<file path="src/rtl/cpu_mem_pkg.sv">
// Shared types and constants for the core-side memory port arbiter.
// Holds the arbiter state encoding, the 2:1 memory-path mux select values,
// default bus widths, and the width of the IF starvation counter.
package cpu_mem_pkg;

  typedef enum logic [1:0] {
    ST_IDLE     = 2'd0,
    ST_BUSY_IF  = 2'd1,
    ST_BUSY_LSU = 2'd2
  } arb_state_t;

  localparam logic MUX_SEL_IF  = 1'b0;
  localparam logic MUX_SEL_LSU = 1'b1;

  localparam int DEF_ADDR_W = 32;
  localparam int DEF_DATA_W = 32;

  // Wide enough for the largest supported MAX_WAIT (15).
  localparam int WAIT_W = 4;

endpackage

</file>
<file path="src/rtl/arb_prio_starve.sv">
// Purpose: LSU-first priority pick between IF and LSU with an IF starvation guard.
// Latency: grant is combinational from the requests; wait_cnt updates on the grant edge.
// Backpressure: no grant is produced while i_en is low (arbiter busy).
// Ports: i_en (arbiter idle), i_if_req / i_lsu_req (requests),
//        o_gnt_if / o_gnt_lsu (one-hot grant strobe), o_wait_cnt (LSU wins while IF waited).
module arb_prio_starve
  import cpu_mem_pkg::*;
#(
  parameter int MAX_WAIT = 3
) (
  input  logic              clk,
  input  logic              rst_n,
  input  logic              i_en,
  input  logic              i_if_req,
  input  logic              i_lsu_req,
  output logic              o_gnt_if,
  output logic              o_gnt_lsu,
  output logic [WAIT_W-1:0] o_wait_cnt
);

  logic [WAIT_W-1:0] r_wait_cnt;
  logic              w_starved;

  assign w_starved = (r_wait_cnt == WAIT_W'(MAX_WAIT));

  // LSU wins unless IF is also asking and has already been passed over MAX_WAIT times.
  always_comb begin
    o_gnt_lsu = 1'b0;
    o_gnt_if  = 1'b0;
    if (i_en) begin
      o_gnt_lsu = i_lsu_req && !(i_if_req && w_starved);
      o_gnt_if  = i_if_req && !o_gnt_lsu;
    end
  end

  always_ff @(posedge clk) begin
    if (!rst_n) begin
      r_wait_cnt <= '0;
    end else if (o_gnt_if) begin
      r_wait_cnt <= '0;
    end else if (o_gnt_lsu && i_if_req && !w_starved) begin
      r_wait_cnt <= r_wait_cnt + WAIT_W'(1);
    end
  end

  assign o_wait_cnt = r_wait_cnt;

endmodule

</file>
<file path="src/rtl/mem_port_arbiter.sv">
// Purpose: shares one memory port between instruction fetch and the LSU.
// Latency: request in IDLE at N -> gnt/mem_req at N+1; mem_ack at M -> rvalid at M+1.
// Backpressure: one transaction in flight; requesters hold req+payload until gnt,
//               the memory holds off by withholding mem_ack (payload stays frozen).
// Ports: if_* (fetch side), lsu_* (load/store side), mem_* (registered memory request
//        and response), mux_sel (memory path select, 0 = IF, 1 = LSU).
module mem_port_arbiter
  import cpu_mem_pkg::*;
#(
  parameter int ADDR_W   = DEF_ADDR_W,
  parameter int DATA_W   = DEF_DATA_W,
  parameter int MAX_WAIT = 3
) (
  input  logic                clk,
  input  logic                rst_n,
  input  logic                if_req,
  input  logic [ADDR_W-1:0]   if_addr,
  output logic                if_gnt,
  output logic                if_rvalid,
  output logic [DATA_W-1:0]   if_rdata,
  input  logic                lsu_req,
  input  logic                lsu_we,
  input  logic [ADDR_W-1:0]   lsu_addr,
  input  logic [DATA_W-1:0]   lsu_wdata,
  input  logic [DATA_W/8-1:0] lsu_be,
  output logic                lsu_gnt,
  output logic                lsu_rvalid,
  output logic [DATA_W-1:0]   lsu_rdata,
  output logic                mem_req,
  output logic                mem_we,
  output logic [ADDR_W-1:0]   mem_addr,
  output logic [DATA_W-1:0]   mem_wdata,
  output logic [DATA_W/8-1:0] mem_be,
  input  logic                mem_ack,
  input  logic [DATA_W-1:0]   mem_rdata,
  output logic                mux_sel
);

  localparam int BE_W = DATA_W / 8;

  arb_state_t        r_state;
  arb_state_t        w_state_nxt;
  logic              w_idle;
  logic              w_gnt_if;
  logic              w_gnt_lsu;
  logic              w_done_if;
  logic              w_done_lsu;
  logic [WAIT_W-1:0] w_wait_cnt;

  logic              r_if_gnt;
  logic              r_lsu_gnt;
  logic              r_if_rvalid;
  logic              r_lsu_rvalid;
  logic [DATA_W-1:0] r_if_rdata;
  logic [DATA_W-1:0] r_lsu_rdata;
  logic              r_mem_req;
  logic              r_mem_we;
  logic [ADDR_W-1:0] r_mem_addr;
  logic [DATA_W-1:0] r_mem_wdata;
  logic [BE_W-1:0]   r_mem_be;
  logic              r_mux_sel;

  assign w_idle = (r_state == ST_IDLE);

  arb_prio_starve #(
    .MAX_WAIT (MAX_WAIT)
  ) u_arb (
    .clk        (clk),
    .rst_n      (rst_n),
    .i_en       (w_idle),
    .i_if_req   (if_req),
    .i_lsu_req  (lsu_req),
    .o_gnt_if   (w_gnt_if),
    .o_gnt_lsu  (w_gnt_lsu),
    .o_wait_cnt (w_wait_cnt)
  );

  always_ff @(posedge clk) begin
    if (!rst_n) r_state <= ST_IDLE;
    else        r_state <= w_state_nxt;
  end

  // Next state plus the per-owner completion strobes; mem_ack outside BUSY is ignored.
  always_comb begin
    w_state_nxt = r_state;
    w_done_if   = 1'b0;
    w_done_lsu  = 1'b0;
    case (r_state)
      ST_IDLE: begin
        if (w_gnt_lsu)     w_state_nxt = ST_BUSY_LSU;
        else if (w_gnt_if) w_state_nxt = ST_BUSY_IF;
      end
      ST_BUSY_IF: begin
        if (mem_ack) begin
          w_state_nxt = ST_IDLE;
          w_done_if   = 1'b1;
        end
      end
      ST_BUSY_LSU: begin
        if (mem_ack) begin
          w_state_nxt = ST_IDLE;
          w_done_lsu  = 1'b1;
        end
      end
      default: w_state_nxt = ST_IDLE;
    endcase
  end

  // Payload is captured only on a grant edge, so it stays frozen for the whole busy
  // period regardless of what the requesters do meanwhile.
  always_ff @(posedge clk) begin
    if (!rst_n) begin
      r_if_gnt     <= 1'b0;
      r_lsu_gnt    <= 1'b0;
      r_if_rvalid  <= 1'b0;
      r_lsu_rvalid <= 1'b0;
      r_if_rdata   <= '0;
      r_lsu_rdata  <= '0;
      r_mem_req    <= 1'b0;
      r_mem_we     <= 1'b0;
      r_mem_addr   <= '0;
      r_mem_wdata  <= '0;
      r_mem_be     <= '0;
      r_mux_sel    <= 1'b0;
    end else begin
      r_if_gnt     <= w_gnt_if;
      r_lsu_gnt    <= w_gnt_lsu;
      r_if_rvalid  <= w_done_if;
      r_lsu_rvalid <= w_done_lsu;
      if (w_done_if)  r_if_rdata  <= mem_rdata;
      if (w_done_lsu) r_lsu_rdata <= mem_rdata;

      if (w_gnt_lsu) begin
        r_mem_req   <= 1'b1;
        r_mem_we    <= lsu_we;
        r_mem_addr  <= lsu_addr;
        r_mem_wdata <= lsu_wdata;
        r_mem_be    <= lsu_be;
        r_mux_sel   <= MUX_SEL_LSU;
      end else if (w_gnt_if) begin
        r_mem_req   <= 1'b1;
        r_mem_we    <= 1'b0;
        r_mem_addr  <= if_addr;
        r_mem_wdata <= '0;
        r_mem_be    <= '1;
        r_mux_sel   <= MUX_SEL_IF;
      end else if (w_done_if || w_done_lsu) begin
        r_mem_req   <= 1'b0;
      end
    end
  end

  assign if_gnt     = r_if_gnt;
  assign lsu_gnt    = r_lsu_gnt;
  assign if_rvalid  = r_if_rvalid;
  assign lsu_rvalid = r_lsu_rvalid;
  assign if_rdata   = r_if_rdata;
  assign lsu_rdata  = r_lsu_rdata;
  assign mem_req    = r_mem_req;
  assign mem_we     = r_mem_we;
  assign mem_addr   = r_mem_addr;
  assign mem_wdata  = r_mem_wdata;
  assign mem_be     = r_mem_be;
  assign mux_sel    = r_mux_sel;

endmodule
</file>
<file path="config.mk">
export PLATFORM = sky130hd
export DESIGN_NAME = mem_port_arbiter
export DESIGN_NICKNAME = d
export VERILOG_FILES = /design/src/rtl/cpu_mem_pkg.sv /design/src/rtl/arb_prio_starve.sv /design/src/rtl/mem_port_arbiter.sv
export SDC_FILE = /design/constraint.sdc
export NUM_CORES = 1
export LEC_CHECK = 0
export CAP_MARGIN = 25
export CORE_AREA = 2 2 118 120
export CTS_CLUSTER_DIAMETER = 30
export CTS_CLUSTER_SIZE = 14
export DETAILED_ROUTE_END_ITERATION = 10
export DIE_AREA = 0 0 120 122
export GPL_TIMING_DRIVEN = 0
export PLACE_DENSITY = 0.91
export SLEW_MARGIN = 25
export SYNTH_ARGS = -nofsm -noshare
export SYNTH_HDL_FRONTEND = slang
export SYNTH_SLANG_ARGS = --single-unit
</file>
<file path="constraint.sdc">
create_clock -name clk -period 4.3 [get_ports clk]
set_input_delay 0.43 -clock clk [delete_from_list [all_inputs] [get_ports clk]]
set_output_delay 0.43 -clock clk [all_outputs]
set_load 0.01 [all_outputs]
</file>
### Port wiring, run 1

Scale: 3 px per µm.
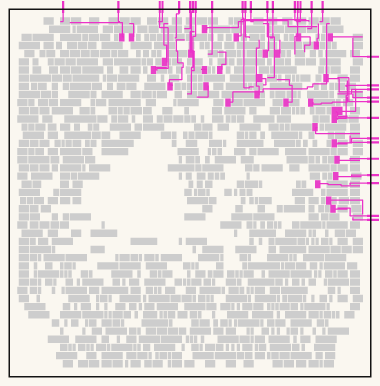
[magenta] `if_addr` | direction: input | edge: 19 top, 13 right | end cells: 32 | buffers: 32 | wire: 824 µm

### Local utilization, run 1

Scale: 2 px per µm. 12 x 12 tiles, from dark purple (low) to yellow (high), 0 to 100% covered.
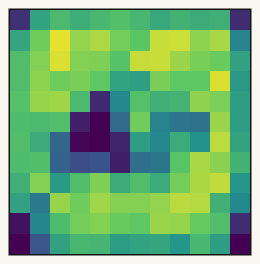
tiles over 75% full: 35%
nearly empty tiles: 3.5%
fullest tile: 96%
mean over tiles: 63%
emptiest ninth of the die: center

==> results_dict.tcl, run 1 <==
# implementation run metrics
set metrics [dict create \
    combGateArea_um2 2520 \
    htreeDepth 4 \
    die_w_um 120 \
    grt_max_degree 17 \
    fin_setup_tns_ns 0 \
    p_per_area_nw_per_um2 415 \
    top_cells_by_area "sky130_fd_sc_hd__dfxtp_1, sky130_fd_sc_hd__nand2_1, sky130_fd_sc_hd__o21ai_0, sky130_fd_sc_hd__a32oi_1, sky130_fd_sc_hd__a21boi_1" \
    cts.repair_timing.setup_buffer_count 0 \
    wirelength_met1_um 8450 \
    min_path_type "in -> reg" \
    drtPass1Iterations 5 \
    worst_path_dominant_cell_family "buffers and inverters" \
    buffer_area_share_pct 32.4 \
    worst-path-max-fanout 10 \
    worst_path_most_repeated_cell "sky130_fd_sc_hd__clkbuf_1" \
    synth_flop_count 145 \
    cts_inserted_buffers 17 \
    most-common-layout-cells "sky130_fd_sc_hd__clkdlybuf4s50_1, sky130_fd_sc_hd__dfxtp_1, sky130_fd_sc_hd__nand2_1" \
    fp.dieH_um 122 \
    number_of_synthesized_flops_with_an_enable_pin 0 \
    crit_path_cell_trace "clkdlybuf4s50_1 > clkbuf_1 > clkbuf_1 > o21ai_0 > a21oi_1" \
    ys.flop_type "sky130_fd_sc_hd__dfxtp_1" \
    chipArea_um2 14600 \
    seq_share_pct 30.9 \
    finalCriticalPeriod_ns 1.94 \
    dominant_logic_cell_type_in_the_layout "sky130_fd_sc_hd__clkdlybuf4s50_1" \
    max-cap-violations 0 \
    detail_route.vias_per_cell 5.41 \
    max-vdd-ir-drop_mv 0.246 \
    post-route-drc-count 0 \
    routed-wl-met2_um 9620 \
    vias_in_the_first_global_route 5922 \
    avgSynthCellArea_um2 8.78 \
    yosysTopAreaCellShare_pct 50.7 \
    fp_util_pct 42.4 \
    cts_hold_buffers 0 \
    seq_cell_count 145 \
    ys_seq_share_pct 50.7 \
    detail_route.wl_per_cell_um 17.7 \
    worstPathArrival_ns 2.28 \
    highest_layer "met4" \
    ys_warn_count 0 \
    inverters 2 \
    hold_viol 0 \
    tapcell.inserted 180 \
    synthesized_chip_area_reported_by_yosys_um2 5720 \
    areaGrowthSynthToFinish_pct 64.1 \
    hold-worst-slack_ns 0.416 \
    portBuffers 275 \
    slowest_stage "sky130_fd_sc_hd__clkdlybuf4s50_1" \
    timing.critical_path.from_type "input pin" \
    area.share.combinational_pct 26.9 \
    clock-skew-final_ns 0.00867 \
    synth_async_sr_flop_share_pct 0 \
    clkLatencyLatePin_ns 0.42 \
    clock_tree_area_fraction_pct 7.33 \
    dp_hpwl_um 14400 \
    number_of_unique_standard_cell_types_used_by_synthesis 31 \
    seqCellArea_um2 2900 \
    drt_iter0_drc 549 \
    globalRouteOverflowTotal 0 \
    cp_data_required_time_ns 4.64 \
    achievable-frequency_ghz 0.515 \
    clkTransAtPathRegs_ns 0.06 \
    final.period_utilization_pct 45.1 \
    top_post_synthesis_cells_by_count "sky130_fd_sc_hd__dfxtp_1, sky130_fd_sc_hd__nand2_1, sky130_fd_sc_hd__o21ai_0" \
    power.leakage_uw 0.00332 \
    route.met3.wl_um 1360 \
    io_pins 277 \
    number_of_rows_created_at_floorplan 43 \
    buffers_excl_clock 338 \
    most_common_cell_in_the_synthesized_netlist "sky130_fd_sc_hd__dfxtp_1" \
    drive_gt1_share_pct 5.84 \
    yosysTopAreaCell "sky130_fd_sc_hd__dfxtp_1" \
    fill_cells 1024 \
    gp_congestion 0.819 \
    outcome "completed" \
    clock_tree.root_cell "sky130_fd_sc_hd__clkbuf_16" \
]
### Register map, names as in the netlist, run 1

Scale: 3 px per µm. Other sequential cells in the stronger gray, the rest of the logic in the fainter gray.
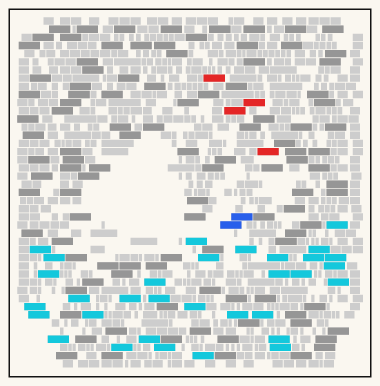
[blue] `r_state` | flops: 2
[cyan] `if_rdata` | flops: 32
[red] `mem_be` | flops: 4
not colored: 107

[run 1: kinds of logic after synthesis]
| family | Yosys count | synth area share [%] |
|---|---|---|
| flops | 145 | 50.7 |
| compound gates | 245 | 28.0 |
| fa+ha+maj | 4 | 0.875 |
| simple gates | 193 | 15.2 |
| buf+inv | 65 | 5.20 |
[run 1: power by group]
group	internal (µW)	leakage (µW)	switching, µW
combinational	369	0.00180	317
sequential	1440	0.00119	50.2
clock	1150	0.000330	571
total	2950	0.00332	938
[run 1: worst paths after layout]
kind,start,endpoint,slack [ns],depth (start not counted)
setup / recovery,rst_n,mem_addr[19],2.36,5
hold / removal,lsu_req,u_arb.o_wait_cnt[3],0.42,3
setup reg to reg,r_state[0],mem_addr[19],2.37,6
hold reg to reg,if_rdata[15],if_rdata[15],0.45,2
[run 1: per-stage QoR]
| stage | util [%] | area, µm² | instances | setup WS, ns | power (µW) |
|---|---|---|---|---|---|
| global placement | 64.4 | 8700 | 1107 | 1.95 | 2170 |
| detailed placement | 64.4 | 8700 | 1107 | 1.92 | 2180 |
| floorplan | - | 5720 | 652 | 2.76 | 1790 |
| CTS | 69.5 | 9390 | 1139 | 2.34 | 3890 |
| finish | 69.5 | 9390 | 1139 | 2.36 | 3890 |
| global route | 69.5 | 9390 | 1139 | 2.25 | 4020 |
[run 1: sequential cells by signal, indices dropped and copies added (netlist names)]
signal and count:
lsu_rvalid 1, mem_be 4, lsu_rdata 32, u_arb.o_wait_cnt 4, mem_wdata 32, lsu_gnt 1, mem_req 1, mem_addr 32
mux_sel 1, mem_we 1, if_rdata 32, if_rvalid 1, if_gnt 1, r_state 2
[run 1: metal layers]
metal	vias up	global-route usage, %
li1	2892	-
met1	2871	32.5
met2	325	43.4
met3	70	6.46
met4	0	14.2
met5	-	0
### The clock network, run 1

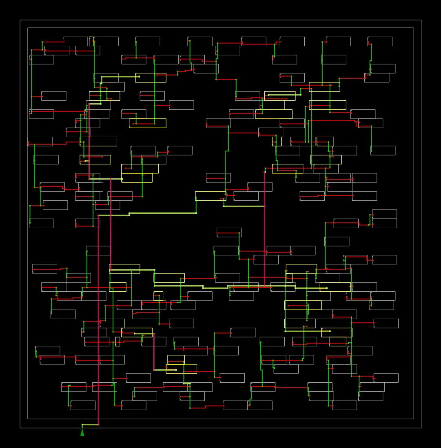

==> run 2: changes to the inputs <==
- CORE_AREA: 2 2 118 120 -> 2 2 128 130
- DIE_AREA: 0 0 120 122 -> 0 0 130 132
- PLACE_DENSITY: 0.91 -> 0.83
- clock period: 4.3 -> 1.7 ns (I/O delays scaled with it)
### The clock network, run 2

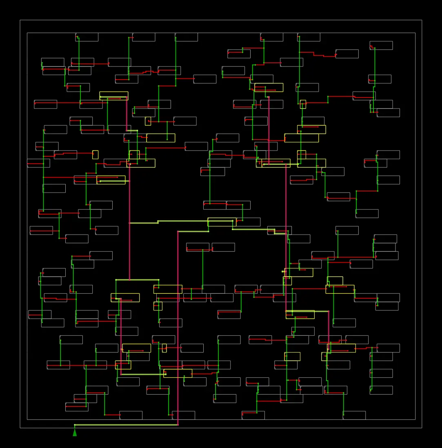
Seq Cell Count: 145
clk sink count: 145

### Register map, names as in the netlist, run 2

Scale: 3 px per µm. Other sequential cells in the stronger gray, the rest of the logic in the fainter gray.
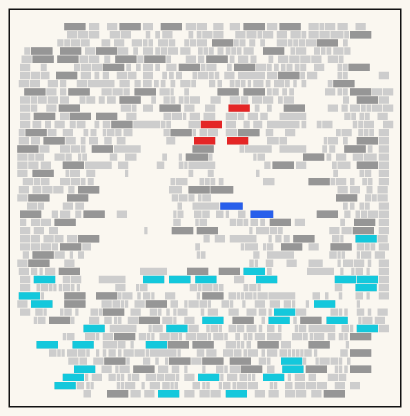
[blue] `r_state` | flops: 2
[red] `mem_be` | flops: 4
[cyan] `if_rdata` | flops: 32 | where: a horizontal strip, bottom

==> run 2 against run 1 <==
Clock skew about the same; design area is 0.29% higher; highest routed layer unchanged; clock power rose by 110%; first-iteration DRC count fell by 23%; synthesized cell count is the same; combinational power rose to 2.6 times the previous value; largest cell class unchanged; critical path type is now reg -> reg.
==> results_dict.tcl, run 2 <==
# implementation run metrics
set metrics [dict create \
    outcome "completed" \
    synth_simple_gate_area_share_pct 15.2 \
    clkTransAtPathRegs_ns 0.06 \
    top_cells_by_area "sky130_fd_sc_hd__dfxtp_1, sky130_fd_sc_hd__nand2_1, sky130_fd_sc_hd__o21ai_0, sky130_fd_sc_hd__a32oi_1, sky130_fd_sc_hd__a21boi_1" \
    top_post_synthesis_cells_by_count "sky130_fd_sc_hd__dfxtp_1, sky130_fd_sc_hd__nand2_1, sky130_fd_sc_hd__o21ai_0" \
    globalRouteOverflowTotal 0 \
    synth_async_sr_flop_share_pct 0 \
    max-cap-violations 0 \
    power.leakage_uw 0.00333 \
    number_of_rows_created_at_floorplan 46 \
    avgSynthCellArea_um2 8.78 \
    crit_cells 7 \
    post-route-drc-count 0 \
    worst-path-max-fanout 10 \
    highest_layer "met4" \
    yosysTopAreaCellShare_pct 50.7 \
    fill_cells 1371 \
    areaGrowthSynthToFinish_pct 64.5 \
    drt_iter0_drc 425 \
    most-common-layout-cells "sky130_fd_sc_hd__clkdlybuf4s50_1, sky130_fd_sc_hd__dfxtp_1, sky130_fd_sc_hd__nand2_1" \
    post-route-util_pct 59.9 \
    route.met3.wl_um 1260 \
    timing.reg2reg.setup_slack_ns 0.07 \
    dominant_logic_cell_type_in_the_layout "sky130_fd_sc_hd__clkdlybuf4s50_1" \
    seq_share_pct 30.9 \
    synthesized_chip_area_reported_by_yosys_um2 5720 \
    htreeDepth 4 \
    worst_path_dominant_cell_family "buffers and inverters" \
    rr_endpoint "mem_be[0]" \
    yosysTopAreaCell "sky130_fd_sc_hd__dfxtp_1" \
    routed-wl-met2_um 9690 \
    synth_flop_count 145 \
    inverters 2 \
    synth-adder-area-share_pct 0.875 \
    use_met2_pct 37.2 \
    most_common_cell_in_the_synthesized_netlist "sky130_fd_sc_hd__dfxtp_1" \
    area.share.combinational_pct 27.3 \
    max-vdd-ir-drop_mv 0.665 \
    worstPathArrival_ns 1.93 \
    fp.dieH_um 132 \
    achievable-frequency_ghz 0.615 \
    hold_viol 0 \
    tapcell.inserted 216 \
    ys_seq_share_pct 50.7 \
    stdcell_count 1176 \
    buffer_area_share_pct 33.0 \
    timing.critical_path.from_type "flop" \
    hold_end "u_arb.o_wait_cnt[2]" \
    drtPass1Iterations 5 \
    buffers_excl_clock 340 \
    r2r.worst_path.cells 7 \
    r2r_start "r_state[0]" \
    fp_util_pct 36.4 \
    portBuffers 275 \
    crit_path_cell_trace "inv_1 > ha_4 > and2_1 > buf_2 > buf_4 > nand2_1 > o221a_1" \
    dp_hpwl_um 14700 \
    gp_congestion 0.842 \
    finalCriticalPeriod_ns 1.63 \
    numPlacedInstances 1143 \
    globalRouteMet3Util_pct 5.19 \
]
## run 2: cell count changes in the layout (fill, tap and decap cells not counted), moves of 3 or more
cell,change
sky130_fd_sc_hd__clkbuf_2,+18
sky130_fd_sc_hd__clkbuf_1,-20
sky130_fd_sc_hd__a31oi_1,-3
sky130_fd_sc_hd__dfxtp_1,-4
sky130_fd_sc_hd__clkbuf_4,+5
sky130_fd_sc_hd__buf_2,-6
sky130_fd_sc_hd__a31oi_2,+3
sky130_fd_sc_hd__dfxtp_2,+4
sky130_fd_sc_hd__clkinv_2,+4
sky130_fd_sc_hd__bufinv_16,-5
## run 2: repair_timing
| item | 4_1_cts | 5_1_grt |
|---|---|---|
| pin swaps | 0 | 0 |
| setup endpoints to repair | 44 | 96 |
| buffers inserted | 0 | 3 |
| hold buffers | 0 | 0 |
| resized | 9 | 42 |
| cloned | 0 | 0 |
## run 2: power by group
part / total [µW] / internal, µW / switching, µW
clock network: 3550 / 2110 / 1440
logic: 1780 / 970 / 807
registers: 3750 / 3630 / 119
## run 2: through the flow
step           setup slack, ns  hold WS (ns)  area (µm²)  power [µW]   TNS [ns]
4_1_cts              -0.000219         0.158        9330        9090  -0.000219
6_report                0.0732         0.176        9420        9080          0
2_1_floorplan            0.162         0.305        5720        4530          0
3_5_place_dp            -0.474         0.446        8750        5530     -35.24
3_3_place_gp            -0.460         0.441        8750        5510     -31.71
5_1_grt               0.000172         0.190        9420        9450          0
## run 2: worst max path at each step
stage,slack (ns),start,to
floorplan,0.16,r_state[0],mem_addr[13]
global placement,-0.46,rst_n,mem_addr[30]
detailed placement,-0.47,rst_n,mem_addr[30]
CTS,-0.0002,r_state[0],lsu_rdata[10]
global route,0.0002,r_state[0],mem_be[0]
finish,0.07,r_state[0],mem_be[0]
### Local utilization, run 2

Scale: 2 px per µm. 13 x 13 tiles, from dark purple (low) to yellow (high), 0 to 100% covered.
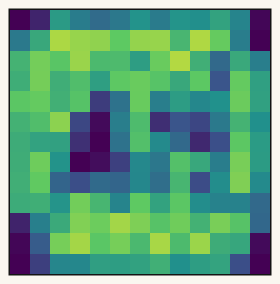

==> run 3: changes to the inputs <==
- ABC_CLOCK_PERIOD_IN_PS: default -> 1700
- SETUP_SLACK_MARGIN: default -> 0.15
### Local utilization, run 3

Scale: 2 px per µm. 13 x 13 tiles, from dark purple (low) to yellow (high), 0 to 100% covered.
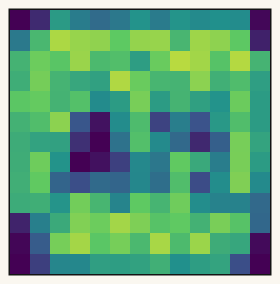
tiles over 75% full: 24%
mean over tiles: 56%
emptiest ninth of the die: center
nearly empty tiles: 4.1%
fullest tile: 89%

### Port wiring, run 3

Scale: 3 px per µm.
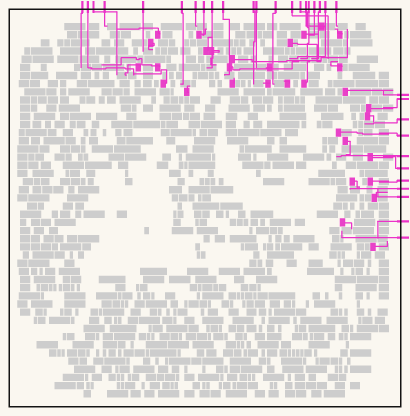
[magenta] `if_addr` | direction: input | edge: 21 top, 11 right | end cells: 32 | buffers: 32 | wire: 823 µm

==> run 3 against run 2 <==
Largest power group unchanged; design area is 4.1% higher; non-clock buffer count is 3 higher; clock power hardly changed; global-route usage is 0.093 points higher; sequential power hardly changed; core utilization is 2.5 points higher; wire length is 4.3% higher; count of clock-buffer cells in the layout stayed put; register-to-register slack better by 0.09 ns; critical path depth is 1 higher.
==> results_dict.tcl, run 3 <==
# implementation run metrics
set metrics [dict create \
    outcome "completed" \
    crit_path_cell_trace "inv_2 > ha_4 > and2_4 > buf_6 > buf_12 > clkbuf_16 > a31oi_4 > a21oi_1" \
    synth.yosys.num_cells 652 \
    crit_path_end_kind "flop" \
    cp_data_required_time_ns 2.00 \
    clk_sink_count 145 \
    ant_nets 0 \
    use_met2_pct 37.3 \
    top_post_synthesis_cells_by_count "sky130_fd_sc_hd__dfxtp_1, sky130_fd_sc_hd__nand2_1, sky130_fd_sc_hd__o21ai_0" \
    tapcell.inserted 216 \
    routed-wl-met2_um 10400 \
    finalCriticalPeriod_ns 1.54 \
    fp.dieH_um 132 \
    fp_util_pct 36.4 \
    clkTransAtPathRegs_ns 0.06 \
    timing.critical_path.from_type "flop" \
    achievable-frequency_ghz 0.651 \
    rsz0062_at_grt "yes" \
    dominant_logic_cell_type_in_the_layout "sky130_fd_sc_hd__clkdlybuf4s50_1" \
    synth_flop_count 145 \
    grt_max_degree 17 \
    seqCellArea_um2 2910 \
    stdcell_count 1179 \
    worst_stage_delay_on_the_critical_path_ns 0.35 \
    synth_async_sr_flop_share_pct 0 \
    highest_layer "met4" \
    syn-cell-area_um2 5720 \
    globalRouteOverflowTotal 0 \
    post-route-drc-count 0 \
    area.share.combinational_pct 28.2 \
    avgSynthCellArea_um2 8.78 \
    worst_path_dominant_cell_family "buffers and inverters" \
    max-cap-violations 0 \
    inverters 2 \
    drt_iter0_drc 380 \
    seq_cell_count 145 \
    portBuffers 275 \
    seq_share_pct 29.7 \
    detail_route.vias_per_cell 5.17 \
    global_route.peak_usage_layer "met2" \
    combGateArea_um2 2760 \
    globalRouteMet3Util_pct 5.24 \
    numPlacedInstances 1143 \
    most_common_cell_in_the_synthesized_netlist "sky130_fd_sc_hd__dfxtp_1" \
    die_w_um 130 \
    vias_in_the_first_global_route 5667 \
    worst-path-max-fanout 7 \
    chipArea_um2 17200 \
    max-vdd-ir-drop_mv 0.657 \
    worstPathArrival_ns 1.84 \
    areaGrowthSynthToFinish_pct 71.3 \
    antenna_found_initial 0 \
    number_of_rows_created_at_floorplan 46 \
    buffers_excl_clock 343 \
    finalWirelength_um 21200 \
    ys_seq_share_pct 50.7 \
    tritoncts "done" \
    hold-worst-slack_ns 0.187 \
    yosysTopAreaCellShare_pct 50.7 \
    dp_hpwl_um 14700 \
    fill_cells 1339 \
    hold_viol 0 \
    top_cells_by_area "sky130_fd_sc_hd__dfxtp_1, sky130_fd_sc_hd__nand2_1, sky130_fd_sc_hd__o21ai_0, sky130_fd_sc_hd__a32oi_1, sky130_fd_sc_hd__a21boi_1" \
    grt.total_usage_pct 23.3 \
    power.leakage_uw 0.00347 \
    clock-skew-final_ns 0.0104 \
    synthesized_chip_area_reported_by_yosys_um2 5720 \
    drtPass1Iterations 5 \
    gp_congestion 0.842 \
    htreeDepth 4 \
    most-common-layout-cells "sky130_fd_sc_hd__clkdlybuf4s50_1, sky130_fd_sc_hd__dfxtp_1, sky130_fd_sc_hd__nand2_1" \
    buffer_area_share_pct 33.6 \
    yosysTopAreaCell "sky130_fd_sc_hd__dfxtp_1" \
    route.met3.wl_um 1210 \
]
run 3: cell counts after synthesis:
Identical to the previous run, type by type.
run 3: worst paths after layout:
check                           slack, ns    startpoint  cells after the start             endpoint
worst max-delay path                 0.16    r_state[0]                      8         mem_addr[21]
worst min register to register       0.45  if_rdata[23]                      2         if_rdata[23]
worst min-delay path                 0.19       lsu_req                      4  u_arb.o_wait_cnt[2]
worst max register to register       0.16    r_state[0]                      8         mem_addr[21]
run 3: logic make-up (layout without fill, tap and decap cells):
kind of cell               after synthesis  in the layout  share of synthesized area [%]
AOI/OAI and AO/OA                      245            245                           28.0
adders and majority gates                4              4                          0.875
buffers and inverters                   65            376                           5.20
DFF                                    145            145                           50.7
and+or+nand+nor                        193            193                           15.2
run 3: report_power, final:
part	internal, µW	switching, µW	leakage [µW]
Combinational	1080	891	0.00201
Clock	2110	1440	0.000270
Sequential	3630	123	0.00119
run 3: through the flow:
| step | cell area, µm² | utilization (%) | power (µW) | setup WS (ns) | TNS (ns) |
|---|---|---|---|---|---|
| 6_report | 9800 | 62.4 | 9270 | 0.164 | 0 |
| 5_1_grt | 9800 | 62.4 | 9640 | 0.108 | 0 |
| 4_1_cts | 9430 | 60.0 | 9140 | 0.151 | 0 |
| 3_5_place_dp | 8750 | 55.7 | 5530 | -0.474 | -35.24 |
| 3_3_place_gp | 8750 | 55.7 | 5510 | -0.460 | -31.71 |
| 2_1_floorplan | 5720 | - | 4530 | 0.162 | 0 |
run 3: timing repair:
| action | CTS | global route |
|---|---|---|
| hold buffers | 0 | 0 |
| gates cloned | 0 | 3 |
| endpoints found under the setup margin | 137 | 99 |
| pin swaps | 7 | 14 |
| gates resized | 44 | 72 |
| buffers inserted | 1 | 1 |
Power is estimated from default activity; no workload was simulated.
